==> config.mk <==
export PLATFORM = sky130hd
export DESIGN_NAME = key_event_arbiter
export DESIGN_NICKNAME = d
export VERILOG_FILES = /design/src/rtl/key_event_arbiter.sv
export SDC_FILE = /design/constraint.sdc
export NUM_CORES = 1
export LEC_CHECK = 0
export CAP_MARGIN = 20
export CORE_MARGIN = 5
export CORE_UTILIZATION = 35
export CTS_CLUSTER_DIAMETER = 100
export DETAILED_ROUTE_END_ITERATION = 8
export HOLD_SLACK_MARGIN = 0.12
export PLACE_DENSITY_LB_ADDON = 0.1
export SYNTH_ARGS = -nofsm -noshare
export SYNTH_HDL_FRONTEND = slang
export SYNTH_SLANG_ARGS = --single-unit
==> constraint.sdc <==
create_clock -name clk -period 4.5 [get_ports clk]
set_input_delay 0.45 -clock clk [delete_from_list [all_inputs] [get_ports clk]]
set_output_delay 0.45 -clock clk [all_outputs]
set_load 0.02 [all_outputs]
==> run_1/wires.png <==
Only two layers are drawn.
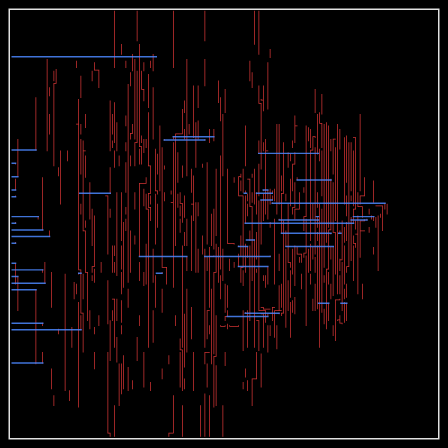
metal 3: marked blue, wire length 285 um. metal 2: marked red, wire length 2950 um.
GRT Util Overall: 17.61%
average wire per cell in the routed design: 17.34 um

==> run_1/cell_density.png <==
Bar = 20 um. The die is cut into 9 by 9 equal tiles; dark purple is low, yellow is high, 0 to 100% covered.
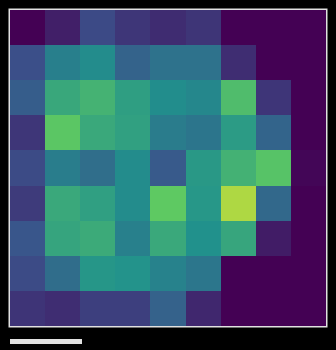
The densest ninth of the die: middle. The mean over all tiles is 32%. 21% of the tiles are nearly empty. 1.2% of the tiles are over 75% full. The fullest tile reaches 88%.
Floorplan Utilization: 35.65%
final core area utilization: 43.26%
total core area: 5886 um2

==> run_1/flops_by_reg.png <==
Bar = 20 um.
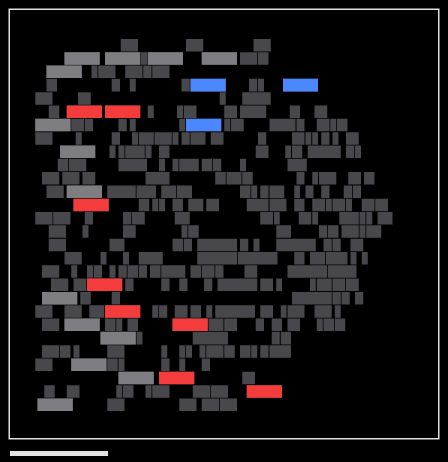
pending: marked red, flops 8. rr_ptr_q: marked blue, flops 3.
Another 14 sequential cells are not coloured.
Seq power: 276 uW
flip-flop and latch area: 500.5 um2
share of cell area taken by flip-flops and latches: 19.66%

==> README.md, run 1 <==
| Item | Reported |
|:---|:---|
| Portion of total power attributed to sequential cells | 22.7% |
| Worst relative slew slack | 55.61% |
| Crit path required time | 4.63 ns |
| Number of warnings the tools reported | 27 |
| Achievable Freq | 255.3 MHz |
| Gp weighted congestion | 0.8912 |
| Largest power group | combinational cells |
| RSZ-0062 raised after global routing | false |
| Synth top cells by count | nand2_1 (31), nor2_1 (26), dfxtp_1 (25) |
| Die Width | 87.43 um |
| Cell count listed in synth_stat.txt | 258 |
| Synthesized flop and latch total | 25 |
| Relative area change from synthesis to final layout | 21.35% |
| Largest net degree at the start of global routing | 23 |
| Transition time of the tightest slew-check pin | 0.6637 ns |
| First-pass GRT wire length | 10.47 mm |
| Gr ovfl total | 0 |
| Antenna Nets Post-Route | 0 |
| Clock buffer depth | 2 |
| Outcome | finished, final reports clean |
| Clock network area share | 1.818% |
| Sequence of cells on the critical path | buf_4, inv_2, ha_1, inv_1, mux4_2, nand2_1, o31ai_1, o21a_1, a211oi_1, o22ai_2, buf_4, nand3b_1, a221oi_1, a41oi_2 |
| Total CTS buffers | 3 |
| Dominant synthesized flop cell | dfxtp_1 |
| Critical Path Slowest Stage Cell | mux4_2 |
--- run 2 (diff from run 1) ---
--- a/config.mk
+++ b/config.mk
@@ -5,7 +5,6 @@
 export SDC_FILE = /design/constraint.sdc
 export NUM_CORES = 1
 export LEC_CHECK = 0
-export CAP_MARGIN = 20
 export CORE_MARGIN = 5
 export CORE_UTILIZATION = 35
 export CTS_CLUSTER_DIAMETER = 100
==> run 2 against run 1 <==
Net effect:
- hold slack unchanged
- die area unchanged
- global-route usage unchanged
- final cell count unchanged
- setup slack unchanged
- synthesized area unchanged
- combinational power about the same
- first-iteration DRC count unchanged
- cell area unchanged
==> README.md, run 2 <==
| Item | Reported | Delta |
|:---|:---|:---|
| Share of cell area taken by flip-flops and latches | 19.66% | unchanged |
| Average wire per cell in the routed design | 17.34 um | unchanged |
| Post-Route Skew | 0.003988 ns |  |
| Number of warnings the tools reported | 27 | unchanged |
| Cell count listed in synth_stat.txt | 258 | unchanged |
| Length of routed wiring on met1 | 2.982 mm |  |
| Relative area change from synthesis to final layout | 21.35% | unchanged |
| Flip-flop and latch area | 500.5 um2 | unchanged |
| Largest power group | combinational cells |  |
| Sequence of cells on the critical path | buf_4, inv_2, ha_1, inv_1, mux4_2, nand2_1, o31ai_1, o21a_1, a211oi_1, o22ai_2, buf_4, nand3b_1, a221oi_1, a41oi_2 |  |
| Seq power | 276 uW | about the same |
| Largest combinational cell category by area | simple AND/OR/NAND/NOR gates |  |
| First-pass GRT wire length | 10.47 mm | unchanged |
| Worst relative slew slack | 55.61% | unchanged |
| RSZ-0062 raised after global routing | false |  |
| Synthesized instance count | 258 |  |
| Total CTS buffers | 3 | unchanged |
| Synth top cells by count | nand2_1 (31), nor2_1 (26), dfxtp_1 (25) |  |
| Antenna Nets Post-Route | 0 | unchanged |
| Crit path required time | 4.63 ns | about the same |
| Synthesized flop and latch total | 25 | unchanged |
| Post-synthesis simple-gate area fraction | 30.83% |  |
| Clock network area share | 1.818% | unchanged |
| Inverter tally of the final layout excluding the clock network | 9 |  |
| Post-synthesis chip area from yosys | 2098 um2 |  |
| Gr ovfl total | 0 | unchanged |
| Outcome | finished, final reports clean |  |
| Floorplan Utilization | 35.65% | unchanged |
| Delay contributed by the slowest stage of the critical path | 0.60 ns |  |
| Gp weighted congestion | 0.8912 | unchanged |
| Die Width | 87.43 um | unchanged |
| Total core area | 5886 um2 | unchanged |
| Tap cell count | 75 |  |
| Total met3 wirelength after detailed routing | 285 um |  |
| GRT Util Overall | 17.61% | unchanged |
| Critical Path Slowest Stage Cell | mux4_2 |  |
| Hold Path Cell Cnt | 2 |  |
| Fin nets | 313 |  |
| Final core area utilization | 43.26% | unchanged |
| Dominant synthesized flop cell | dfxtp_1 |  |
| Transition time of the tightest slew-check pin | 0.6637 ns | unchanged |
| Largest net degree at the start of global routing | 23 | unchanged |
| Fraction of power consumed by combinational cells | 66.2% |  |
| Achievable Freq | 255.3 MHz | unchanged |
| Clock buffer depth | 2 | unchanged |
==> run_2/flops_by_reg.png <==
Bar = 20 um.
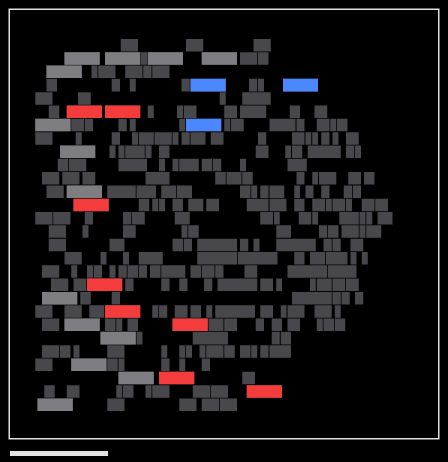

==> run_2/wires.png <==
Only two layers are drawn.
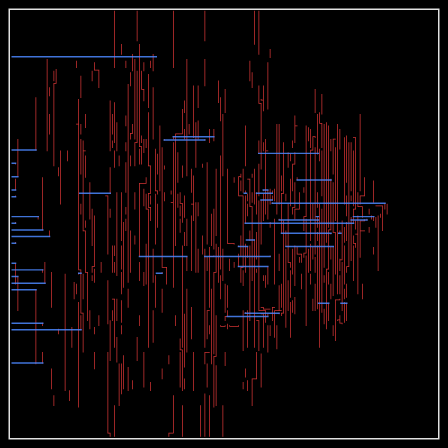
total wirelength of the detailed-routed design: 6.328 mm
via total after detailed routing: 2065

==> run_2/cell_density.png <==
Bar = 20 um. The die is cut into 9 by 9 equal tiles; dark purple is low, yellow is high, 0 to 100% covered.
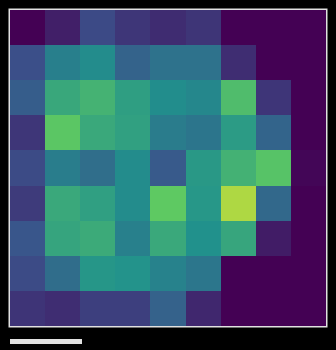
21% of the tiles are nearly empty. The mean over all tiles is 32%. The fullest tile reaches 88%. The emptiest ninth of the die: bottom right. 1.2% of the tiles are over 75% full. The densest ninth of the die: middle.

--- run 3 (diff from run 2) ---
==> constraint.sdc (replaced) <==
create_clock -name clk -period 3.98 [get_ports clk]
set_input_delay 0.398 -clock clk [delete_from_list [all_inputs] [get_ports clk]]
set_output_delay 0.398 -clock clk [all_outputs]
set_load 0.02 [all_outputs]
==> run 3 against run 2 <==
Net effect:
- clock power grew 18%
- sequential power increased by 15%
- sequential share of layout area decreased by 0.42 points
- register-to-register slack got worse by 0.05 ns
- die area unchanged
- sequential cell count did not move
- cell area increased by 2.2%
- highest routed layer unchanged
==> README.md, run 3 <==
| Item | Reported | Delta |
|:---|:---|:---|
| Outcome | finished, final reports clean |  |
| Total wirelength of the detailed-routed design | 6.425 mm | +1.5% |
| Gr ovfl total | 0 | unchanged |
| Flip-flop and latch area | 500.5 um2 | unchanged |
| Fin nets | 320 | +2.2% |
| Tap cell count | 75 | unchanged |
| First-pass GRT wire length | 10.49 mm | +0.19% |
| Total CTS buffers | 3 | unchanged |
| Number of warnings the tools reported | 27 | unchanged |
| Synthesized flop and latch total | 25 | unchanged |
| Post-Route Skew | 0.002051 ns | -0.001937 ns |
| Cell count listed in synth_stat.txt | 258 | unchanged |
| Clock network area share | 1.876% | +0.058 points |
| Antenna Nets Post-Route | 0 | unchanged |
| Clock buffer depth | 2 | unchanged |
| Worst relative slew slack | 58.81% | +3.2 points |
| Synthesized instance count | 258 | unchanged |
| Sequence of cells on the critical path | inv_2, ha_1, inv_1, mux4_2, a211oi_1, nor2_1, a211oi_1, o22ai_2, nand3b_1, a221oi_1, a41oi_2 |  |
| Crit path required time | 4.12 ns | -0.51 ns |
| Post-synthesis simple-gate area fraction | 30.83% | unchanged |
| Fraction of power consumed by combinational cells | 66.7% | +0.5 points |
| Largest power group | combinational cells |  |
| Total core area | 5886 um2 | unchanged |
| Dominant synthesized flop cell | dfxtp_1 |  |
| Hold Path Cell Cnt | 2 | unchanged |
| Die Width | 87.43 um | unchanged |
| Post-synthesis chip area from yosys | 2098 um2 | unchanged |
| RSZ-0062 raised after global routing | false |  |
==> run_3/cell_density.png <==
Bar = 20 um. The die is cut into 9 by 9 equal tiles; dark purple is low, yellow is high, 0 to 100% covered.
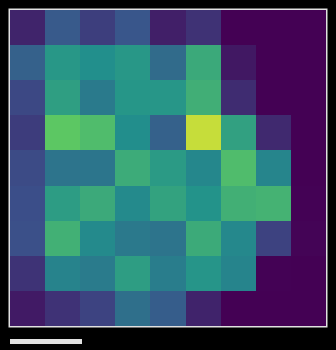
final core area utilization: 44.20%

==> run_3/flops_by_reg.png <==
Bar = 20 um.
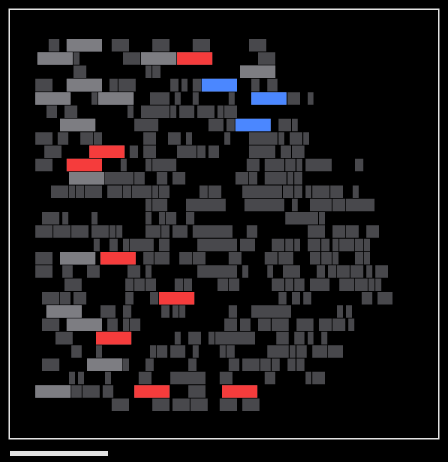
Seq power: 317 uW
share of cell area taken by flip-flops and latches: 19.24%

==> run_3/metal_density.png <==
The die is cut into 17 by 17 equal tiles; dark purple is low, yellow is high, scaled to the fullest tile. Values are wire area over tile area, all layers added.
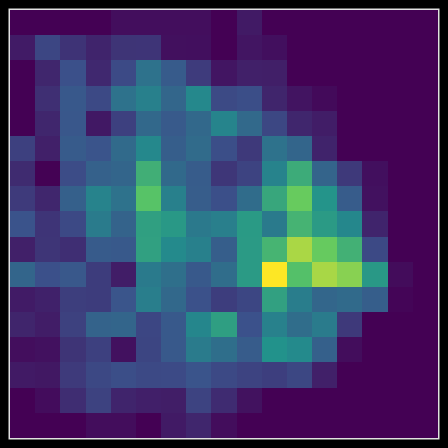
The fullest tile reaches 0.67. 9.0% of the tiles are over half the peak. The densest ninth of the die: middle.
average wire per cell in the routed design: 17.27 um
via total after detailed routing: 2119
GRT Util Overall: 17.58%

Power is estimated from default activity; no workload was simulated.
